===== src/rtl/riscv_ctrl_pkg.sv =====
`default_nettype none
// ============================================================================
//  Module      : riscv_ctrl_pkg
//  Description : Shared encodings for the multicycle RV32I-subset control
//                path: FSM state codes, opcodes, ALU operations and the
//                datapath mux-select encodings.
//  Revision    : 1.0 - initial release
// ============================================================================
package riscv_ctrl_pkg;

  // FSM state encoding (4-bit, legacy-compatible constants)
  localparam logic [3:0] c_st_fetch    = 4'd0;
  localparam logic [3:0] c_st_decode   = 4'd1;
  localparam logic [3:0] c_st_memadr   = 4'd2;
  localparam logic [3:0] c_st_memread  = 4'd3;
  localparam logic [3:0] c_st_memwb    = 4'd4;
  localparam logic [3:0] c_st_memwrite = 4'd5;
  localparam logic [3:0] c_st_execr    = 4'd6;
  localparam logic [3:0] c_st_execi    = 4'd7;
  localparam logic [3:0] c_st_aluwb    = 4'd8;
  localparam logic [3:0] c_st_branch   = 4'd9;
  localparam logic [3:0] c_st_jal      = 4'd10;
  localparam logic [3:0] c_st_jalr1    = 4'd11;
  localparam logic [3:0] c_st_jalr2    = 4'd12;
  localparam logic [3:0] c_st_trap     = 4'd13;

  // Opcodes of the supported subset
  localparam logic [6:0] c_op_load   = 7'b0000011;
  localparam logic [6:0] c_op_store  = 7'b0100011;
  localparam logic [6:0] c_op_rtype  = 7'b0110011;
  localparam logic [6:0] c_op_itype  = 7'b0010011;
  localparam logic [6:0] c_op_branch = 7'b1100011;
  localparam logic [6:0] c_op_jal    = 7'b1101111;
  localparam logic [6:0] c_op_jalr   = 7'b1100111;

  // ALU operations
  localparam logic [2:0] c_alu_add = 3'b000;
  localparam logic [2:0] c_alu_sub = 3'b001;
  localparam logic [2:0] c_alu_and = 3'b010;
  localparam logic [2:0] c_alu_or  = 3'b011;
  localparam logic [2:0] c_alu_slt = 3'b101;

  // Result mux
  localparam logic [1:0] c_res_aluout    = 2'b00;
  localparam logic [1:0] c_res_readdata  = 2'b01;
  localparam logic [1:0] c_res_aluresult = 2'b10;

  // ALU operand A mux
  localparam logic [1:0] c_srca_pc    = 2'b00;
  localparam logic [1:0] c_srca_oldpc = 2'b01;
  localparam logic [1:0] c_srca_rs1   = 2'b10;

  // ALU operand B mux
  localparam logic [1:0] c_srcb_rs2  = 2'b00;
  localparam logic [1:0] c_srcb_imm  = 2'b01;
  localparam logic [1:0] c_srcb_four = 2'b10;

  // Immediate format select
  localparam logic [1:0] c_imm_i = 2'b00;
  localparam logic [1:0] c_imm_s = 2'b01;
  localparam logic [1:0] c_imm_b = 2'b10;
  localparam logic [1:0] c_imm_j = 2'b11;

  // Immediate format is a pure function of the opcode; unknown formats use I
  function automatic logic [1:0] imm_src_of(input logic [6:0] op);
    case (op)
      c_op_store:  return c_imm_s;
      c_op_branch: return c_imm_b;
      c_op_jal:    return c_imm_j;
      default:     return c_imm_i;
    endcase
  endfunction

endpackage
`default_nettype wire


===== src/rtl/mc_alu_decoder.sv =====
`default_nettype none
// ============================================================================
//  Module      : mc_alu_decoder
//  Description : Combinational ALU-operation decode from opcode and funct
//                fields. R-type honours funct7[5] (add/sub); I-type ignores
//                it. Anything unrecognised decodes to add.
//  Revision    : 1.0 - initial release
// ============================================================================
module mc_alu_decoder
  import riscv_ctrl_pkg::*;
(
  input  logic [6:0] i_op,
  input  logic [2:0] i_funct3,
  input  logic       i_funct7_5,
  output logic [2:0] o_alu_control
);

  // Map funct fields to an ALU operation for the R and I arithmetic groups
  always_comb begin
    o_alu_control = c_alu_add;
    if (i_op == c_op_rtype) begin
      case ({i_funct3, i_funct7_5})
        4'b000_0: o_alu_control = c_alu_add;
        4'b000_1: o_alu_control = c_alu_sub;
        4'b010_0: o_alu_control = c_alu_slt;
        4'b110_0: o_alu_control = c_alu_or;
        4'b111_0: o_alu_control = c_alu_and;
        default:  o_alu_control = c_alu_add;
      endcase
    end else if (i_op == c_op_itype) begin
      case (i_funct3)
        3'b000:  o_alu_control = c_alu_add;
        3'b010:  o_alu_control = c_alu_slt;
        3'b110:  o_alu_control = c_alu_or;
        3'b111:  o_alu_control = c_alu_and;
        default: o_alu_control = c_alu_add;
      endcase
    end
  end

endmodule
`default_nettype wire


===== src/rtl/multicycle_controller.sv =====
`default_nettype none
// ============================================================================
//  Module      : multicycle_controller
//  Description : Main control FSM of the multicycle RV32I-subset core.
//                Sequences the shared ALU, memory port and register file,
//                stalls on mem_ready and counts retired instructions.
//                Optional build macro ILLEGAL_TRAP_EN: unknown opcodes park
//                the FSM in TRAP (illegal=1) instead of retiring as a NOP.
//  Revision    : 1.0 - initial release
// ============================================================================
module multicycle_controller
  import riscv_ctrl_pkg::*;
#(
  parameter int CNT_W = 32
) (
  input  logic             clk,
  input  logic             rst_n,
  input  logic [6:0]       op,
  input  logic [2:0]       funct3,
  input  logic             funct7_5,
  input  logic             Zero,
  input  logic             mem_ready,
  output logic             PCWrite,
  output logic             AdrSrc,
  output logic             MemWrite,
  output logic             IRWrite,
  output logic [1:0]       ResultSrc,
  output logic [1:0]       ALUSrcA,
  output logic [1:0]       ALUSrcB,
  output logic [2:0]       ALUControl,
  output logic [1:0]       ImmSrc,
  output logic             RegWrite,
  output logic             instr_done,
  output logic [CNT_W-1:0] instret,
  output logic             illegal
);

  logic [3:0]       r_state;
  logic [3:0]       w_next_state;
  logic [CNT_W-1:0] r_instret;
  logic [2:0]       w_dec_alu;

  logic       w_pc_write;
  logic       w_adr_src;
  logic       w_mem_write;
  logic       w_ir_write;
  logic [1:0] w_result_src;
  logic [1:0] w_src_a;
  logic [1:0] w_src_b;
  logic [2:0] w_alu_ctl;
  logic       w_reg_write;
  logic       w_retire;

  mc_alu_decoder u_alu_dec (
    .i_op          (op),
    .i_funct3      (funct3),
    .i_funct7_5    (funct7_5),
    .o_alu_control (w_dec_alu)
  );

  // Next-state selection
  always_comb begin
    w_next_state = r_state;
    case (r_state)
      c_st_fetch:    w_next_state = mem_ready ? c_st_decode : c_st_fetch;
      c_st_decode: begin
        case (op)
          c_op_load,
          c_op_store:  w_next_state = c_st_memadr;
          c_op_rtype:  w_next_state = c_st_execr;
          c_op_itype:  w_next_state = c_st_execi;
          c_op_branch: w_next_state = c_st_branch;
          c_op_jal:    w_next_state = c_st_jal;
          c_op_jalr:   w_next_state = c_st_jalr1;
`ifdef ILLEGAL_TRAP_EN
          default:     w_next_state = c_st_trap;
`else
          default:     w_next_state = c_st_fetch;
`endif
        endcase
      end
      c_st_memadr:   w_next_state = (op == c_op_load) ? c_st_memread : c_st_memwrite;
      c_st_memread:  w_next_state = mem_ready ? c_st_memwb : c_st_memread;
      c_st_memwb:    w_next_state = c_st_fetch;
      c_st_memwrite: w_next_state = mem_ready ? c_st_fetch : c_st_memwrite;
      c_st_execr:    w_next_state = c_st_aluwb;
      c_st_execi:    w_next_state = c_st_aluwb;
      c_st_aluwb:    w_next_state = c_st_fetch;
      c_st_branch:   w_next_state = c_st_fetch;
      c_st_jal:      w_next_state = c_st_aluwb;
      c_st_jalr1:    w_next_state = c_st_jalr2;
      c_st_jalr2:    w_next_state = c_st_aluwb;
      c_st_trap:     w_next_state = c_st_trap;
      default:       w_next_state = c_st_fetch;
    endcase
  end

  // Per-state datapath controls (Moore, except the noted mem_ready/Zero/funct terms)
  always_comb begin
    w_pc_write   = 1'b0;
    w_adr_src    = 1'b0;
    w_mem_write  = 1'b0;
    w_ir_write   = 1'b0;
    w_result_src = c_res_aluout;
    w_src_a      = c_srca_pc;
    w_src_b      = c_srcb_rs2;
    w_alu_ctl    = c_alu_add;
    w_reg_write  = 1'b0;
    w_retire     = 1'b0;
    case (r_state)
      c_st_fetch: begin
        w_src_b      = c_srcb_four;
        w_result_src = c_res_aluresult;
        w_ir_write   = mem_ready;
        w_pc_write   = mem_ready;
      end
      c_st_decode: begin
        w_src_a = c_srca_oldpc;
        w_src_b = c_srcb_imm;
        case (op)
          c_op_load, c_op_store, c_op_rtype, c_op_itype,
          c_op_branch, c_op_jal, c_op_jalr: w_retire = 1'b0;
`ifdef ILLEGAL_TRAP_EN
          default: w_retire = 1'b0;
`else
          // Unknown opcode behaves as a NOP and retires here
          default: w_retire = 1'b1;
`endif
        endcase
      end
      c_st_memadr: begin
        w_src_a = c_srca_rs1;
        w_src_b = c_srcb_imm;
      end
      c_st_memread: begin
        w_adr_src = 1'b1;
      end
      c_st_memwb: begin
        w_result_src = c_res_readdata;
        w_reg_write  = 1'b1;
        w_retire     = 1'b1;
      end
      c_st_memwrite: begin
        w_adr_src   = 1'b1;
        w_mem_write = 1'b1;
        w_retire    = mem_ready;
      end
      c_st_execr: begin
        w_src_a   = c_srca_rs1;
        w_src_b   = c_srcb_rs2;
        w_alu_ctl = w_dec_alu;
      end
      c_st_execi: begin
        w_src_a   = c_srca_rs1;
        w_src_b   = c_srcb_imm;
        w_alu_ctl = w_dec_alu;
      end
      c_st_aluwb: begin
        w_reg_write = 1'b1;
        w_retire    = 1'b1;
      end
      c_st_branch: begin
        w_src_a    = c_srca_rs1;
        w_src_b    = c_srcb_rs2;
        w_alu_ctl  = c_alu_sub;
        w_pc_write = ((funct3 == 3'b000) && Zero) || ((funct3 == 3'b001) && !Zero);
        w_retire   = 1'b1;
      end
      c_st_jal, c_st_jalr2: begin
        w_src_a    = c_srca_oldpc;
        w_src_b    = c_srcb_four;
        w_pc_write = 1'b1;
      end
      c_st_jalr1: begin
        w_src_a = c_srca_rs1;
        w_src_b = c_srcb_imm;
      end
      default: begin
        w_retire = 1'b0;
      end
    endcase
  end

  // State register
  always_ff @(posedge clk or negedge rst_n) begin
    if (!rst_n) begin
      r_state <= c_st_fetch;
    end else begin
      r_state <= w_next_state;
    end
  end

  // Retired-instruction counter, wraps naturally
  always_ff @(posedge clk or negedge rst_n) begin
    if (!rst_n) begin
      r_instret <= '0;
    end else if (w_retire) begin
      r_instret <= r_instret + {{(CNT_W-1){1'b0}}, 1'b1};
    end
  end

  // Enables are forced low combinationally while reset is held
  assign PCWrite    = w_pc_write  & rst_n;
  assign MemWrite   = w_mem_write & rst_n;
  assign IRWrite    = w_ir_write  & rst_n;
  assign RegWrite   = w_reg_write & rst_n;
  assign instr_done = w_retire    & rst_n;
  assign AdrSrc     = w_adr_src;
  assign ResultSrc  = w_result_src;
  assign ALUSrcA    = w_src_a;
  assign ALUSrcB    = w_src_b;
  assign ALUControl = w_alu_ctl;
  assign ImmSrc     = imm_src_of(op);
  assign instret    = r_instret;

`ifdef ILLEGAL_TRAP_EN
  assign illegal = rst_n & (r_state == c_st_trap);
`else
  assign illegal = 1'b0;
`endif

endmodule
`default_nettype wire


===== config.mk =====
export PLATFORM = sky130hd
export DESIGN_NAME = multicycle_controller
export DESIGN_NICKNAME = d
export VERILOG_FILES = /design/src/rtl/riscv_ctrl_pkg.sv /design/src/rtl/mc_alu_decoder.sv /design/src/rtl/multicycle_controller.sv
export SDC_FILE = /design/constraint.sdc
export NUM_CORES = 1
export LEC_CHECK = 0
export ABC_AREA = 1
export CORE_MARGIN = 2
export CORE_UTILIZATION = 32
export CTS_CLUSTER_SIZE = 24
export DETAILED_ROUTE_END_ITERATION = 8
export RECOVER_POWER = 100
export SYNTH_ARGS = -nofsm -noshare
export SYNTH_HDL_FRONTEND = slang
export SYNTH_SLANG_ARGS = --single-unit

===== constraint.sdc =====
create_clock -name clk -period 3.65 [get_ports clk]
set_input_delay 1.095 -clock clk [delete_from_list [all_inputs] [get_ports clk]]
set_output_delay 1.095 -clock clk [all_outputs]
set_load 0.02 [all_outputs]

==> results.tsv, run 1 <==
metric	value	unit
crit_type	in2out	
violations	capacitance limit, slew limit	
sh_seq_area	0.245	
synth_area	2780	um^2
crit_fanout	6	
critPathCapture	ALUControl[1]	
drv_slew	37	
ys_sh_aoi	0.0315	
crit_chain	clkdlybuf4s50_1 > nand2_1 > inv_1 > nand2_2 > nor2_4 > nand2_1 > nor3_1 > dlygate4sd1_1	
largest_reg_flops	32	
cts.sinks	36	
clkTransAtPathRegs	0.07	ns
cp_slowest_cell	clkdlybuf4s50_1	
logic_family	simple AND/OR/NAND/NOR gates	
max_cap_viol_count	1	
p_int	0.691	mW
comb_power	0.300	mW
synth-main-ff-cell	dfrtp_1	
rsz0062_at_grt	no	
p_leak	1.89	nW
largestClassByArea	combinational gates	
total_power	1.07	mW
grt.overflow.total	0	
io_buffers	63	
cp_slowest_stage_delay	0.45	ns
antenna_left	0	
n_all_buffers	80	
antenna_found_initial	0	
fin_hold_ws	0.547	ns
timing_hold_violations_final	0	
r2r-start	r_state[3]	
seqPwrFrac	0.434	
ff_count	36	
cp.arrival	2.44	ns
ys_seq_elements	36	
async_flop_share	1.00	
grt_pass1_vias	2935	
vias	3115	
postSynthAreaPerCell	6.07	um^2
synth-edff-count	0	
warnings	26	
max_clock_freq	0.283	GHz
regArea	901	um^2
nNetsFinal	551	
die_h	97.2	um
reg2reg_slack	1.39	ns
wl_met2	3.55	mm
finalSetupViolations	0	
synthTopCellsByArea	dfrtp_1 32%, nand2_1 28%, nor2_1 10%	
fillers	923	
hold_start	instret[31]	
post-route-drc-count	0	
place.gp.congestion	0.894	
netlist_top_cells_count	208 x nand2_1, 77 x nor2_1, 38 x nand3_1	
power_leader	sequential cells	
wl_met3	463	um
r2r-end	instret[27]	
num-multi-input-gates	384	
ys_sh_mux	0	
htreeDepth	2	
viasPerCell	4.84	
fa_ha_area_frac	0.00450	
grt_max_degree	37	
comb_area	1730	um^2
io_pins	65	
status	finished with violations	
fin_area	3680	um^2
reg2reg_depth	9	
lay_top_count	nand2_1	
grt_usage	0.175	
tightest_slew	1.93	ns
cp-end-kind	output port	
core	8550	um^2
final-nonclk-buf-share	0.197	
holdPathStages	2	
hold_class	reg2reg	
dp.cells	636	
synth_seq_share	0.324	
final_cells	644	
dr.pass1.iters	6	
cp_common_cell	nand2_1	
vdd_ir_drop_max	0.000133	V
yosysTopAreaCell	dfrtp_1	
crit_family	buffers and inverters	
nNonClkInverters	28	
lay_top_cells	207 x nand2_1, 75 x nor2_1, 42 x dlygate4sd3_1	
place_area	3600	um^2
timing.critical_path.from	op[1]	
routed_wl	7.99	mm
drt_iter0_drc	224	
cp_num_buf_inv	3	
ys_types	25	
**Run 1: metal 2**

Bar = 20 um.
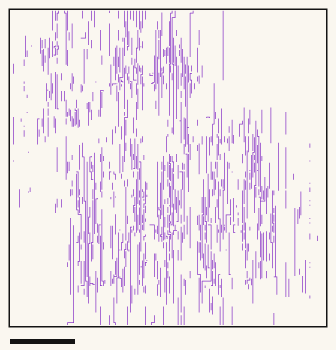
The wires run mostly vertical. The longest straight run is 35.4 um. The layer carries 3550 um of wire.

**Run 1: track usage over the die**

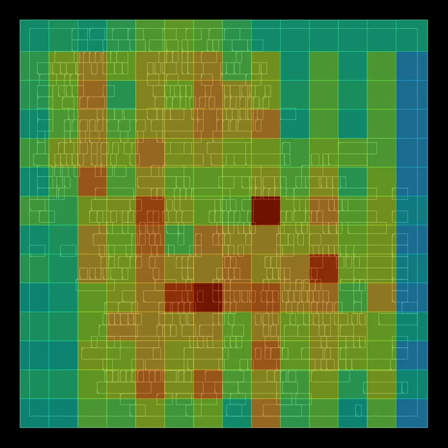
most utilized layer in the global route result: met2
WL/cell: 12.4 um
met1 GRT Util: 0.251
utilization after layout: 0.431
met2 Resource Use GR: 0.274

**Run 1: routed clock nets over the placement**

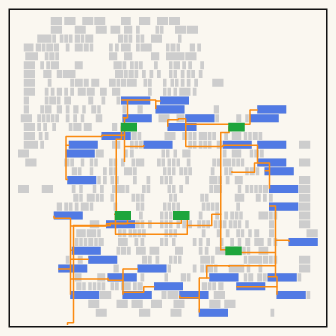
Blue stands for flip-flops, count 36. Orange stands for clock wires, length 569 um. Green stands for clock-net drivers, count 5.
There are 6 routed clock nets.
Skew-Pair Late Insertion Delay: 0.30 ns
clock-net power: 0.303 mW
Clock power frac: 0.284

**Run 1: signal wires on met3**

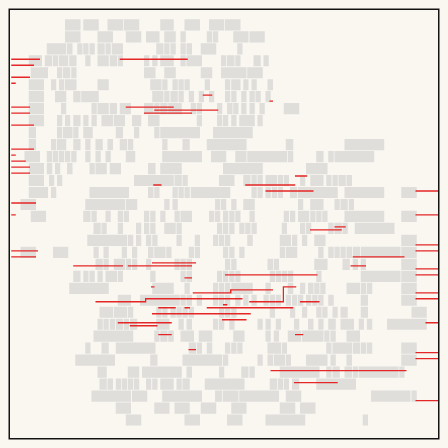

## Run 2: what changed since run 1
--- a/config.mk
+++ b/config.mk
@@ -5,9 +5,10 @@
 export SDC_FILE = /design/constraint.sdc
 export NUM_CORES = 1
 export LEC_CHECK = 0
-export ABC_AREA = 1
+export ABC_AREA = 0
 export CORE_MARGIN = 2
 export CORE_UTILIZATION = 32
+export CTS_BUF_LIST = sky130_fd_sc_hd__clkbuf_2
 export CTS_CLUSTER_SIZE = 24
 export DETAILED_ROUTE_END_ITERATION = 8
 export RECOVER_POWER = 100
**Run 2: signal wires on met3**

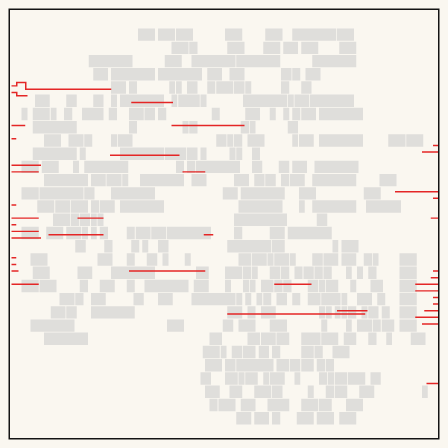
The longest straight run is 28.1 um. 36 nets have wire on it. The wires run mostly horizontal. The layer holds 3.9% of the routed length.
Total Routed Length: 5.68 mm
met3 usage: 0.0311
routed vias: 2044

==> results.tsv, run 2 <==
metric	value	unit	change
met2_usage	0.238		was 0.274
dp.cells	412		was 636
nNonClkInverters	10		was 28
lay_top_count	dlygate4sd3_1		was nand2_1
p_leak	1.28	nW	was 1.89 nW
async_flop_share	1.00		unchanged
warnings	26		unchanged
n_all_buffers	87		was 80
place_area	3110	um^2	was 3600 um^2
timing.critical_path.from	op[2]		was op[1]
max_clock_freq	0.280	GHz	was 0.283 GHz
clock_latency	0.39	ns	was 0.30 ns
final-nonclk-buf-share	0.242		was 0.197
regArea	901	um^2	unchanged
r2r-end	instret[28]		was instret[27]
crit_type	in2out		unchanged
ys_sh_aoi	0.0831		was 0.0315
max_cap_viol_count	0		was 1
finalSetupViolations	0		unchanged
synth_seq_share	0.399		was 0.324
yosysTopAreaCell	dfrtp_1		unchanged
final_util	0.449		was 0.431
status	completed		was finished with violations
holdPathStages	1		was 2
wire_per_inst	13.5	um	was 12.4 um
cp_num_buf_inv	3		unchanged
total_power	1.10	mW	was 1.07 mW
cp_slowest_stage_delay	0.32	ns	was 0.45 ns
nNetsFinal	341		was 551
sh_seq_area	0.294		was 0.245
place.gp.congestion	0.797		was 0.894
die_h	88.0	um	was 97.2 um
timing_hold_violations_final	0		unchanged
antenna_found_initial	0		unchanged
busiest_layer	met2		unchanged
synth_area	2260	um^2	was 2780 um^2
ys_types	47		was 25
fa_ha_area_frac	0.00554		was 0.00450
cp_slowest_cell	o32ai_1		was clkdlybuf4s50_1
wl_met2	2.60	mm	was 3.55 mm
largestClassByArea	combinational gates		unchanged
hold_class	reg2reg		unchanged
synth-main-ff-cell	dfrtp_1		unchanged
critPathCapture	instr_done		was ALUControl[1]
viasPerCell	4.84		about the same
reg2reg_slack	1.38	ns	was 1.39 ns
comb_power	0.351	mW	was 0.300 mW
pg_clk	0.254	mW	was 0.303 mW
seqPwrFrac	0.449		was 0.434
crit_family	buffers and inverters		unchanged
cts.sinks	36		unchanged
grt_max_degree	21		was 37
synthTopCellsByArea	dfrtp_1 40%, xor2_1 7.0%, xnor2_1 5.8%		was dfrtp_1 32%, nand2_1 28%, nor2_1 10%
num-multi-input-gates	185		was 384
grt_usage	0.154		was 0.175
fin_area	3070	um^2	was 3680 um^2
reg2reg_depth	6		was 9
post-route-drc-count	0		unchanged
ys_sh_mux	0.00941		was 0
ff_count	36		unchanged
grt_pass1_vias	1945		was 2935
largest_reg_flops	32		unchanged
fillers	697		was 923
hold_start	instret[31]		unchanged
io_buffers	63		unchanged
crit_fanout	2		was 6
core	6830	um^2	was 8550 um^2
cp.arrival	2.48	ns	was 2.44 ns
crit_chain	dlygate4sd2_1 > clkbuf_4 > nor2b_1 > nor3_2 > o32ai_1 > and2_0 > buf_2		was clkdlybuf4s50_1 > nand2_1 > inv_1 > nand2_2 > nor2_4 > nand2_1 > nor3_1 > dlygate4sd1_1
ys_seq_elements	36		unchanged
p_clk_frac	0.231		was 0.284
drt_iter0_drc	77		was 224
antenna_left	0		unchanged
r2r-start	r_state[1]		was r_state[3]
dr.pass1.iters	4		was 6
vdd_ir_drop_max	0.000141	V	was 0.000133 V
use_met1	0.225		was 0.251
No activity file was given, so power comes from the tool's default toggle rates.
